==> run_1/met3.png <==
(2 px per um)
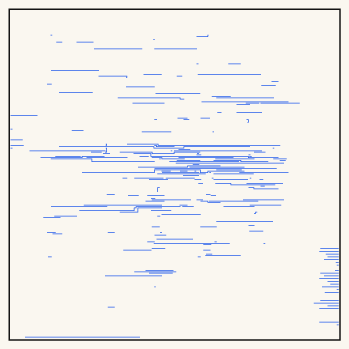
==> run_1/final_placement.png <==
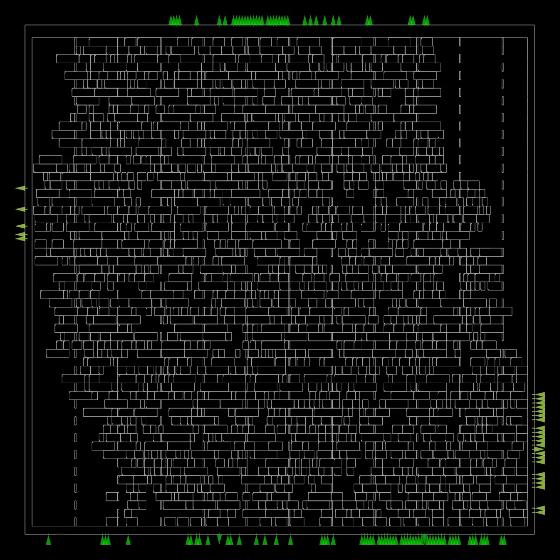
==> run_1/cell_classes.png <==
(1.5 px per um)
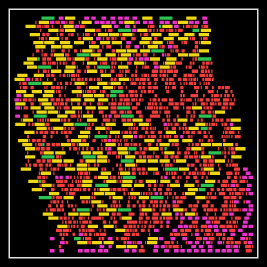
--- config.mk ---
export PLATFORM = sky130hd
export DESIGN_NAME = hsv_centroid_flat
export DESIGN_NICKNAME = d
export VERILOG_FILES = /design/src/rtl/hsv_centroid_if.sv /design/src/rtl/hsv_centroid.sv /design/src/flat_wrapper.sv
export SDC_FILE = /design/constraint.sdc
export NUM_CORES = 1
export LEC_CHECK = 0
export CAP_MARGIN = 20
export CORE_MARGIN = 2
export CORE_UTILIZATION = 49
export CTS_CLUSTER_SIZE = 10
export DETAILED_ROUTE_END_ITERATION = 10
export GPL_ROUTABILITY_DRIVEN = 0
export HOLD_SLACK_MARGIN = 0.03
export PLACE_DENSITY = 0.7
export SETUP_SLACK_MARGIN = 0.02
export SYNTH_ARGS = -nofsm -noshare
export SYNTH_HDL_FRONTEND = slang
export SYNTH_SLANG_ARGS = --single-unit
--- constraint.sdc ---
create_clock -name clock -period 7.2 [get_ports clock]
set_input_delay 1.44 -clock clock [delete_from_list [all_inputs] [get_ports clock]]
set_output_delay 1.44 -clock clock [all_outputs]
set_load 0.05 [all_outputs]
--- src/rtl/hsv_centroid_if.sv ---
// Pixel stream, colour window and centroid result bundle for hsv_centroid.
// Latency: n/a (wires only).
// Backpressure: none; the pixel stream is valid-only and results are single-cycle pulses.
interface hsv_centroid_if #(
    parameter int HSV_BITWIDTH = 8,
    parameter int X_WIDTH      = 11,
    parameter int Y_WIDTH      = 10,
    parameter int CNT_WIDTH    = 20
) ();
    logic                    hsv_valid;
    logic [HSV_BITWIDTH-1:0] h;
    logic [HSV_BITWIDTH-1:0] s;
    logic [HSV_BITWIDTH-1:0] v;
    logic [X_WIDTH-1:0]      x;
    logic [Y_WIDTH-1:0]      y;
    logic                    frame_done;
    logic [HSV_BITWIDTH-1:0] h_lo;
    logic [HSV_BITWIDTH-1:0] h_hi;
    logic [HSV_BITWIDTH-1:0] s_min;
    logic [HSV_BITWIDTH-1:0] v_min;
    logic                    mask;
    logic                    mask_valid;
    logic [X_WIDTH-1:0]      centroid_x;
    logic [Y_WIDTH-1:0]      centroid_y;
    logic [CNT_WIDTH-1:0]    pixel_count;
    logic                    found;
    logic                    centroid_valid;
    logic                    overrun;

    // Upstream side: drives pixels and window, observes results.
    modport master (
        output hsv_valid, h, s, v, x, y, frame_done, h_lo, h_hi, s_min, v_min,
        input  mask, mask_valid, centroid_x, centroid_y, pixel_count, found,
               centroid_valid, overrun
    );

    // Block side.
    modport slave (
        input  hsv_valid, h, s, v, x, y, frame_done, h_lo, h_hi, s_min, v_min,
        output mask, mask_valid, centroid_x, centroid_y, pixel_count, found,
               centroid_valid, overrun
    );
endinterface

--- src/rtl/hsv_centroid.sv ---
// HSV colour-window mask plus per-frame centroid of matching pixels via a serial divider.
// Latency: mask 1 cycle; centroid X_WIDTH+Y_WIDTH+2 cycles after frame_done (2 when nothing matched).
// Backpressure: none; a frame_done arriving mid-division drops that frame's totals and pulses overrun.
module hsv_centroid #(
    parameter int HSV_BITWIDTH = 8,
    parameter int X_WIDTH      = 11,
    parameter int Y_WIDTH      = 10,
    parameter int CNT_WIDTH    = 20
) (
    input  logic            clock,
    input  logic            reset,
    hsv_centroid_if.slave   bus
);
    localparam int SX_W = X_WIDTH + CNT_WIDTH;
    localparam int SY_W = Y_WIDTH + CNT_WIDTH;
    localparam int DV_W = (X_WIDTH > Y_WIDTH) ? X_WIDTH : Y_WIDTH;
    localparam int BC_W = $clog2(DV_W + 1);

    localparam logic [1:0] ST_IDLE  = 2'd0;
    localparam logic [1:0] ST_DIV_X = 2'd1;
    localparam logic [1:0] ST_DIV_Y = 2'd2;
    localparam logic [1:0] ST_DONE  = 2'd3;

    logic                 hit_h;
    logic                 match;
    logic                 pix_hit;

    logic [CNT_WIDTH-1:0] cnt;
    logic [SX_W-1:0]      sum_x;
    logic [SY_W-1:0]      sum_y;
    logic [CNT_WIDTH-1:0] cnt_fin;
    logic [SX_W-1:0]      sx_fin;
    logic [SY_W-1:0]      sy_fin;

    logic [1:0]           state;
    logic [BC_W-1:0]      bit_cnt;
    logic [CNT_WIDTH-1:0] divisor;
    logic [CNT_WIDTH-1:0] rem;
    logic [DV_W-1:0]      dvd;
    logic [SY_W-1:0]      lat_sy;
    logic [X_WIDTH-1:0]   qx;
    logic [Y_WIDTH-1:0]   qy;

    logic [CNT_WIDTH:0]   trial;
    logic                 take_bit;
    logic [CNT_WIDTH-1:0] rem_nxt;

    // Hue window wraps through red when the low bound exceeds the high bound.
    assign hit_h   = (bus.h_lo <= bus.h_hi) ? ((bus.h >= bus.h_lo) && (bus.h <= bus.h_hi))
                                            : ((bus.h >= bus.h_lo) || (bus.h <= bus.h_hi));
    assign match   = hit_h && (bus.s >= bus.s_min) && (bus.v >= bus.v_min);
    assign pix_hit = bus.hsv_valid && match;

    // Totals including this cycle's pixel; these are what frame_done latches.
    assign cnt_fin = cnt + CNT_WIDTH'(pix_hit);
    assign sx_fin  = sum_x + (pix_hit ? SX_W'(bus.x) : '0);
    assign sy_fin  = sum_y + (pix_hit ? SY_W'(bus.y) : '0);

    // One restoring-division step. The remainder always stays below the divisor, so the
    // subtraction can be done modulo 2^CNT_WIDTH without losing the result.
    assign trial    = {rem, dvd[DV_W-1]};
    assign take_bit = (trial >= {1'b0, divisor});
    assign rem_nxt  = take_bit ? (trial[CNT_WIDTH-1:0] - divisor) : trial[CNT_WIDTH-1:0];

    // Mask path: independent of the centroid FSM.
    always_ff @(posedge clock) begin
        if (reset) begin
            bus.mask       <= 1'b0;
            bus.mask_valid <= 1'b0;
        end else begin
            bus.mask       <= match;
            bus.mask_valid <= bus.hsv_valid;
        end
    end

    // Frame accumulators: clear on frame_done so the next frame starts from zero.
    always_ff @(posedge clock) begin
        if (reset || bus.frame_done) begin
            cnt   <= '0;
            sum_x <= '0;
            sum_y <= '0;
        end else begin
            cnt   <= cnt_fin;
            sum_x <= sx_fin;
            sum_y <= sy_fin;
        end
    end

    // Centroid FSM and serial divider. The quotient fits its coordinate width (mean <= max
    // coordinate), so the upper dividend bits seed the remainder and only the low
    // coordinate-width bits are shifted through.
    always_ff @(posedge clock) begin
        if (reset) begin
            state              <= ST_IDLE;
            bit_cnt            <= '0;
            divisor            <= '0;
            rem                <= '0;
            dvd                <= '0;
            lat_sy             <= '0;
            qx                 <= '0;
            qy                 <= '0;
            bus.centroid_x     <= '0;
            bus.centroid_y     <= '0;
            bus.pixel_count    <= '0;
            bus.found          <= 1'b0;
            bus.centroid_valid <= 1'b0;
            bus.overrun        <= 1'b0;
        end else begin
            bus.centroid_valid <= 1'b0;
            bus.overrun        <= bus.frame_done && (state != ST_IDLE);
            case (state)
                ST_IDLE: begin
                    if (bus.frame_done) begin
                        divisor <= cnt_fin;
                        lat_sy  <= sy_fin;
                        rem     <= sx_fin[SX_W-1:X_WIDTH];
                        dvd     <= DV_W'(sx_fin[X_WIDTH-1:0]) << (DV_W - X_WIDTH);
                        bit_cnt <= '0;
                        qx      <= '0;
                        qy      <= '0;
                        state   <= (cnt_fin != '0) ? ST_DIV_X : ST_DONE;
                    end
                end
                ST_DIV_X: begin
                    qx      <= {qx[X_WIDTH-2:0], take_bit};
                    rem     <= rem_nxt;
                    dvd     <= dvd << 1;
                    bit_cnt <= bit_cnt + BC_W'(1);
                    if (bit_cnt == BC_W'(X_WIDTH - 1)) begin
                        rem     <= lat_sy[SY_W-1:Y_WIDTH];
                        dvd     <= DV_W'(lat_sy[Y_WIDTH-1:0]) << (DV_W - Y_WIDTH);
                        bit_cnt <= '0;
                        state   <= ST_DIV_Y;
                    end
                end
                ST_DIV_Y: begin
                    qy      <= {qy[Y_WIDTH-2:0], take_bit};
                    rem     <= rem_nxt;
                    dvd     <= dvd << 1;
                    bit_cnt <= bit_cnt + BC_W'(1);
                    if (bit_cnt == BC_W'(Y_WIDTH - 1)) begin
                        state <= ST_DONE;
                    end
                end
                ST_DONE: begin
                    bus.centroid_x     <= qx;
                    bus.centroid_y     <= qy;
                    bus.pixel_count    <= divisor;
                    bus.found          <= (divisor != '0);
                    bus.centroid_valid <= 1'b1;
                    state              <= ST_IDLE;
                end
                default: state <= ST_IDLE;
            endcase
        end
    end
endmodule

--- src/flat_wrapper.sv ---
// flat-port wrapper written by rule: the top's interface ports become plain ports
module hsv_centroid_flat 
#(
    parameter int HSV_BITWIDTH = 8,
    parameter int X_WIDTH      = 11,
    parameter int Y_WIDTH      = 10,
    parameter int CNT_WIDTH    = 20
)
  (clock, reset, bus_hsv_valid, bus_h, bus_s, bus_v, bus_x, bus_y, bus_frame_done, bus_h_lo, bus_h_hi, bus_s_min, bus_v_min, bus_mask, bus_mask_valid, bus_centroid_x, bus_centroid_y, bus_pixel_count, bus_found, bus_centroid_valid, bus_overrun);
  hsv_centroid_if #(.HSV_BITWIDTH(HSV_BITWIDTH), .X_WIDTH(X_WIDTH), .Y_WIDTH(Y_WIDTH), .CNT_WIDTH(CNT_WIDTH)) bus_i ();
  input  logic clock;
  input  logic reset;
  input wire logic [$bits(bus_i.hsv_valid)-1:0] bus_hsv_valid;
  input wire logic [$bits(bus_i.h)-1:0] bus_h;
  input wire logic [$bits(bus_i.s)-1:0] bus_s;
  input wire logic [$bits(bus_i.v)-1:0] bus_v;
  input wire logic [$bits(bus_i.x)-1:0] bus_x;
  input wire logic [$bits(bus_i.y)-1:0] bus_y;
  input wire logic [$bits(bus_i.frame_done)-1:0] bus_frame_done;
  input wire logic [$bits(bus_i.h_lo)-1:0] bus_h_lo;
  input wire logic [$bits(bus_i.h_hi)-1:0] bus_h_hi;
  input wire logic [$bits(bus_i.s_min)-1:0] bus_s_min;
  input wire logic [$bits(bus_i.v_min)-1:0] bus_v_min;
  output wire logic [$bits(bus_i.mask)-1:0] bus_mask;
  output wire logic [$bits(bus_i.mask_valid)-1:0] bus_mask_valid;
  output wire logic [$bits(bus_i.centroid_x)-1:0] bus_centroid_x;
  output wire logic [$bits(bus_i.centroid_y)-1:0] bus_centroid_y;
  output wire logic [$bits(bus_i.pixel_count)-1:0] bus_pixel_count;
  output wire logic [$bits(bus_i.found)-1:0] bus_found;
  output wire logic [$bits(bus_i.centroid_valid)-1:0] bus_centroid_valid;
  output wire logic [$bits(bus_i.overrun)-1:0] bus_overrun;
  assign bus_i.hsv_valid = bus_hsv_valid;
  assign bus_i.h = bus_h;
  assign bus_i.s = bus_s;
  assign bus_i.v = bus_v;
  assign bus_i.x = bus_x;
  assign bus_i.y = bus_y;
  assign bus_i.frame_done = bus_frame_done;
  assign bus_i.h_lo = bus_h_lo;
  assign bus_i.h_hi = bus_h_hi;
  assign bus_i.s_min = bus_s_min;
  assign bus_i.v_min = bus_v_min;
  assign bus_mask = bus_i.mask;
  assign bus_mask_valid = bus_i.mask_valid;
  assign bus_centroid_x = bus_i.centroid_x;
  assign bus_centroid_y = bus_i.centroid_y;
  assign bus_pixel_count = bus_i.pixel_count;
  assign bus_found = bus_i.found;
  assign bus_centroid_valid = bus_i.centroid_valid;
  assign bus_overrun = bus_i.overrun;
  hsv_centroid #(.HSV_BITWIDTH(HSV_BITWIDTH), .X_WIDTH(X_WIDTH), .Y_WIDTH(Y_WIDTH), .CNT_WIDTH(CNT_WIDTH)) u_core (.clock(clock), .reset(reset), .bus(bus_i));
endmodule
==> results.txt, run 1 <==
Observations from the implementation run.

Logic synthesis:
- The run gives the area fraction in and, or, nand and nor cells as 18.2%.
- The synthesized design contains 0 enable-type register cells.
- The run gives the xor and xnor fraction of the mapped netlist area as 5.61%.
- The run gives the part of the Yosys area used for sequential elements as 37.2%.
- The run gives the synthesized netlist net count as 1,664.
- The synthesized design spends more area on one cell type than any other, namely sky130_fd_sc_hd__dfxtp_1.
- After synthesis, the design contains 1,490 cells according to Yosys.
- Among the non-sequential cells, AND-OR/OR-AND gates take the most area.
- The run puts the count of yosys warnings during synthesis at 0.
- The synthesis report lists the most area-consuming cells as sky130_fd_sc_hd__dfxtp_1, sky130_fd_sc_hd__ha_1, sky130_fd_sc_hd__nor2_1.
- The run gives the synthesized instance count as 1,490.
- The synthesis stats list as the most numerous cell sky130_fd_sc_hd__dfxtp_1.
- The run gives the area of the mapped netlist as 12,600 sq um.

Clock network:
- The run gives the clock latency reported for the late side of the worst-skew pair as 0.56 ns.
- The run gives the number of buffers on the longest clock path as 3.
- The tree is rooted in a sky130_fd_sc_hd__clkbuf_16.
- TritonCTS built the clock tree.
- The run gives the CTS H-tree depth as 1.
- Post-CTS repair ended up resizing 0 cells.
- The post-CTS hold buffer count recorded in the log is 0.

Timing:
- The run puts the final critical-path required period at 6.08 ns.
- Hold-check failures listed in the final report amount to 0.
- The run puts the final worst setup slack at 1.12 ns.
- Setup repair after global routing left no endpoint under its margin.
- The run puts the final max-slew violation count at 0.
- The run puts the final sum of negative setup slack at 0 ns.
- Between clock sinks in the finished design, the worst skew comes to 0.0294 ns.
- The run puts the final-report setup violation count at 0.
- The run puts the fmax at 165 MHz.
- In this run the tightest slew margin relative to its limit is 29.4%.

Setup path:
- Counting buffers and inverters, the worst setup path is 21 cells deep.
- For reference, the critical path is launched at bus_h_hi[1].
- The capture point of the critical path was reported as u_core.rem[10].
- The run puts the combined buffer and inverter count along the critical path at 4.
- The run gives the library cell contributing the largest single delay on the critical path as sky130_fd_sc_hd__o2111a_1.
- The worst setup path is launched from a primary input.
- The report lists the cells along the critical path as clkdlybuf4s50_1 > inv_1 > ha_1 > nor2b_1 > o21a_1 > o21a_1 > o21ai_0 > a21oi_1 > o31ai_1 > o2111a_1 > buf_4 > and3_1 > ha_1 > or2_2 > a311oi_1 > buf_4 > nor3_1 > nand3_1 > xor2_1 > a2bb2oi_1 > o22ai_1.
- The worst setup path is of the primary input to flop kind.
- For the worst reg-to-reg path, the endpoint reported by OpenROAD is u_core.rem[17].
- The run gives the critical path data required time as 7.61 ns.
- The run gives the worst flop-to-flop path startpoint as u_core.divisor[13].
- The report shows a maximum critical-path fanout of 18.

Global routing:
- The run gives the wire length of the first global-routing pass as 53.7 mm.
- The run gives the pin count of the biggest net entering global routing as 100.
- The run gives the leftover overflow at the end of global routing as 0.
- The run puts the global routing usage on met2 at 38.6%.
- The run gives the aggregate global-route resource usage as 24.5%.

Min path:
- Checking hold timing, the worst path is listed with class flop to flop.
- STA lists the startpoint of the worst hold path as u_core.dvd[6].
- The run puts the hold-critical path depth at 2.

Job:
- The run puts the reported max-cap violation count at 0.
- The run gives the OpenROAD warning count as 31.

Cells and area:
- The registers reported with the highest flop counts are u_core.sum_x: 31 flops, u_core.lat_sy: 30 flops, u_core.sum_y: 30 flops.
- The run puts the number of antenna repair diodes at 0.
- At the end of the flow, the number of nets in the layout was 1,757.
- Ranking logic cells in the layout by count gives the top entries sky130_fd_sc_hd__dfxtp_1, sky130_fd_sc_hd__nor2_1, sky130_fd_sc_hd__clkdlybuf4s50_1.
- The run puts the number of flip-flops under the largest register name at 31.
- The run puts the non-clock inverter instance count of the final layout at 79.
- The run gives the portion of the layout cell area used by non-clock buffers as 9.23%.
- The run gives the number of logic gates as 1,097.
- The run gives the multi-input logic area as 7320 sq um.
- The run puts the clock distribution area overhead in the final layout at 5.39%.
- Between the synthesized netlist and the finished layout, the area growth was recorded as 18.0%.

Die:
- The run gives the overall die area as 27,100 sq um.
- The run gives the floorplan utilization as 50.0%.
- The run gives the die width as 165 um.
- The run puts the floorplan die height at 165 um.

Power and ir drop:
- The run gives the main power-consuming group as combinational cells.
- The run puts the power dissipated in combinational cells at 1.98 mW.
- The run gives the cell area power density as 321 nW/um^2.
- The share of total power dissipated in the clock network is 26.5%.
- The run puts the peak supply drop at 0.000214 V.
- The run puts the net switching power at 1.89 mW.
- The run puts the relative contribution of combinational cells to total power at 41.3%.
- The run puts the switching fraction of total power at 39.4%.
- The run gives the internal power contribution as 2.90 mW.
- For this design the static power due to leakage is 5.87 nW.
- The run gives the power of the sequential group as 1.55 mW.

Outcome:
- The flow ran to the end, and the final reports show no timing, DRC or antenna violations.

Placed design:
- The run gives the count of buffers inserted at the top-level ports as 126.
- The detailed placer reported the number of placed instances as 1,883.
- Setup slack on the worst path after placement came out at 0.610 ns.
- Detailed placement ended at an HPWL of 24.2 mm.
- The run gives the post-placement cell area as 14,100 sq um.

Route:
- According to the report, the first pass of detailed routing completed in 6 iterations.
- The run puts the wire length on met1 at 15.5 mm.
- For this block, the initial DRC count from the detailed router was 888.
- The run gives the final wirelength as 33.5 mm.
- The run gives the top layer reached by signal wires as met4.
## Picture notes: met3.png
main direction = horizontal
longest straight run = 61.0 um
nets with wire on the layer = 120
total number of vias: 11,100
met3 track demand over resource in global routing: 3.99%

## Picture notes: final_placement.png
Fillers: 2,242
flop share of the area: 31.5%
layout sequential cell count: 235
Site Rows: 58
core occupancy in the finished layout: 59.1%

## Picture notes: cell_classes.png
magenta -> other buffers and delay cells  # cells 142, share of their area 9.5%
green -> clock drivers and dummy loads  # cells 39, share of their area 5.5%
yellow -> flip-flops  # cells 235, share of their area 32%
red -> all other logic  # cells 1,176, share of their area 53%
Final Cell Area: 14,900 sq um
core outline area: 25,300 sq um

==> inputs of run 2 (changes only) <==
==> constraint.sdc (replaced) <==
create_clock -name clock -period 6.3 [get_ports clock]
set_input_delay 1.26 -clock clock [delete_from_list [all_inputs] [get_ports clock]]
set_output_delay 1.26 -clock clock [all_outputs]
set_load 0.05 [all_outputs]
==> run_2/cell_classes.png <==
(1.5 px per um)
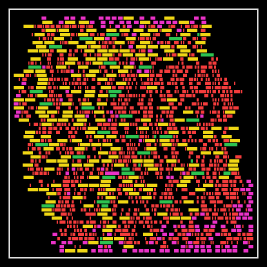
magenta -> other buffers and delay cells  # cells 151, share of their area 10%
yellow -> flip-flops  # cells 235, share of their area 32%
red -> all other logic  # cells 1,176, share of their area 52%
green -> clock drivers and dummy loads  # cells 37, share of their area 5.4%
Final Cell Area: 15,000 sq um
flop share of the area: 31.4%
core occupancy in the finished layout: 59.3%

==> results.txt, run 2 <==
Observations from the implementation run.

Cells and area:
- The run gives the number of logic gates as 1,097 (unchanged).
- The run puts the post-synthesis to final-layout area growth at 18.5%.
- In the layout the commonest cells are sky130_fd_sc_hd__dfxtp_1, sky130_fd_sc_hd__nor2_1, sky130_fd_sc_hd__clkdlybuf4s50_1.
- The run puts the number of antenna repair diodes at 0 (unchanged).
- The run gives the number of fill cells as 2,275 (+1.5%).
- The run puts the multi-input logic area at 7320 sq um (about the same).
- The run gives the number of flip-flops under the largest register name as 31 (unchanged).
- The run gives the portion of the layout cell area used by non-clock buffers as 9.76% (+0.53 points).
- The number of nets in the layout was 1,766 (+0.51%).
- The run puts the clock distribution area overhead in the final layout at 5.21% (-0.19 points).
- The run puts the total number of sequential cells at 235 (unchanged).

Setup path:
- The run gives the cell count along the critical path as 21 (unchanged).
- The combined buffer and inverter count along the critical path was 3 (-1).
- The run gives the startpoint of the worst setup timing path as bus_h[0].
- The worst setup path is captured at a flop.
- The run gives the critical path data required time as 6.69 ns (-0.92 ns).
- The startpoint identified for the worst register-to-register timing path is u_core.divisor[13].
- Per STA, the endpoint of the critical path is u_core.lat_sy[21].
- Looking at the setup timing report, the critical path kind is primary input to flop.
- Per the timing report, the most critical flop-to-flop path finishes at u_core.rem[5].

Power and ir drop:
- In the power breakdown, the biggest contributor is combinational cells.
- The net switching power is 2.15 mW (+14%).
- The run puts the cell area power density at 364 nW/um^2 (+13%).
- The total leakage power is 5.91 nW (+0.67%).
- The switching fraction of total power is 39.5% (+0.090 points).
- The peak supply drop is 0.000331 V (+55%).
- The internal power contribution came to 3.30 mW (+14%).
- The run gives the relative contribution of combinational cells to total power as 41.5% (+0.2 points).
- The power dissipated in combinational cells came to 2.26 mW (+14%).
- The run gives the proportion of power drawn by the clock network as 26.0% (-0.5 points).

Global routing:
- The run gives the aggregate global-route resource usage as 24.4% (-0.084 points).
- The met3 track utilization from global routing was 4.27% (+0.28 points).
- The run puts the pin count of the biggest net entering global routing at 98 (-2.0%).
- The run puts the global routing usage on met2 at 38.9% (+0.23 points).
- The run puts the leftover overflow at the end of global routing at 0 (unchanged).
- The run gives the wire length of the first global-routing pass as 53.5 mm (-0.37%).

Die:
- The cell row count came to 58 (unchanged).
- The run gives the overall die area as 27,100 sq um (unchanged).
- The run puts the floorplan die height at 165 um (unchanged).
- The run puts the floorplan utilization at 50.0% (unchanged).
- The die width is 165 um (unchanged).

Route:
- The run gives the routed length on met3 as 2.34 mm.
- The run gives the top layer reached by signal wires as met4.
- The run gives the violation tally from detailed-route iteration zero as 830 (-6.5%).
- The run gives the wire length on met1 as 15.5 mm (+0.25%).
- The number of detailed-route iterations in the first pass was 5 (-1).
- The number of vias after detailed routing was 11,200 (+0.63%).

Job:
- The run gives the reported max-cap violation count as 0 (unchanged).
- The OpenROAD warning count is 31 (unchanged).

Logic synthesis:
- The run gives the post-synthesis cell type with the largest combined area as sky130_fd_sc_hd__dfxtp_1.
- The run gives the main logic family after synthesis as AND-OR/OR-AND gates.
- sky130_fd_sc_hd__dfxtp_1 is the most common cell in the netlist.
- The run puts the area fraction in and, or, nand and nor cells at 18.2% (unchanged).
- The run gives the synthesized netlist net count as 1,664 (unchanged).
- Summed over its instances, the top area cell type makes up 37.2% of the synthesized netlist area.
- The run puts the post-synthesis cell count from yosys at 1,490 (unchanged).
- Ranked by total cell area, the synthesized netlist is headed by sky130_fd_sc_hd__dfxtp_1, sky130_fd_sc_hd__ha_1, sky130_fd_sc_hd__nor2_1.
- The run gives the area of the mapped netlist as 12,600 sq um (unchanged).
- The run gives the number of enable flip-flop cells as 0 (unchanged).
- The run gives the synthesized instance count as 1,490 (unchanged).
- The run puts the part of the Yosys area used for sequential elements at 37.2% (unchanged).
- The run gives the xor and xnor fraction of the mapped netlist area as 5.61% (unchanged).

Placed design:
- The run gives the cell total after placement as 1,891 (+0.42%).
- The run gives the count of buffers inserted at the top-level ports as 126 (unchanged).
- The pre-CTS worst setup slack came to 0.00170 ns (-0.608 ns).
- The run gives the detailed-placement wirelength estimate as 24.4 mm (+0.61%).
- The post-placement cell area was 14,200 sq um (+0.55%).

Clock network:
- The number of hold buffers added after CTS is 0 (unchanged).
- The number of buffers on the longest clock path came to 3 (unchanged).
- The run gives the CTS tree as done.
- The clock latency reported for the late side of the worst-skew pair came to 0.54 ns (-0.02 ns).
- Looking at the clock tree report, the root buffer type is sky130_fd_sc_hd__clkbuf_16.
- The run puts the CTS H-tree depth at 1 (unchanged).
- The run puts the number of gates given a new drive strength after cts at 0 (unchanged).

Timing:
- The final max-slew violation count came to 0 (unchanged).
- The run gives the final worst setup slack as 0.507 ns (-0.615 ns).
- Setup repair after global routing left no endpoint under its margin.
- The clock skew is 0.0204 ns (-0.00899 ns).
- The run puts the fmax at 173 MHz.
- The run gives the final number of hold-violating endpoints as 0 (unchanged).
- The run gives the final-report setup violation count as 0 (unchanged).
- The run gives the final sum of negative setup slack as 0 ns (unchanged).
- The worst slew slack as a fraction of its limit was 30.4% (+1.1 points).
- The final timing report derives a shortest allowable period of 5.79 ns.

Min path:
- The run gives the worst hold-check path type as flop to flop.
- The run gives the startpoint of the worst hold path as u_core.dvd[4].
- The hold-critical path depth came to 2 (unchanged).

Outcome:
- The flow ran to the end, and the final reports show no timing, DRC or antenna violations.
Power is estimated from default activity; no workload was simulated.
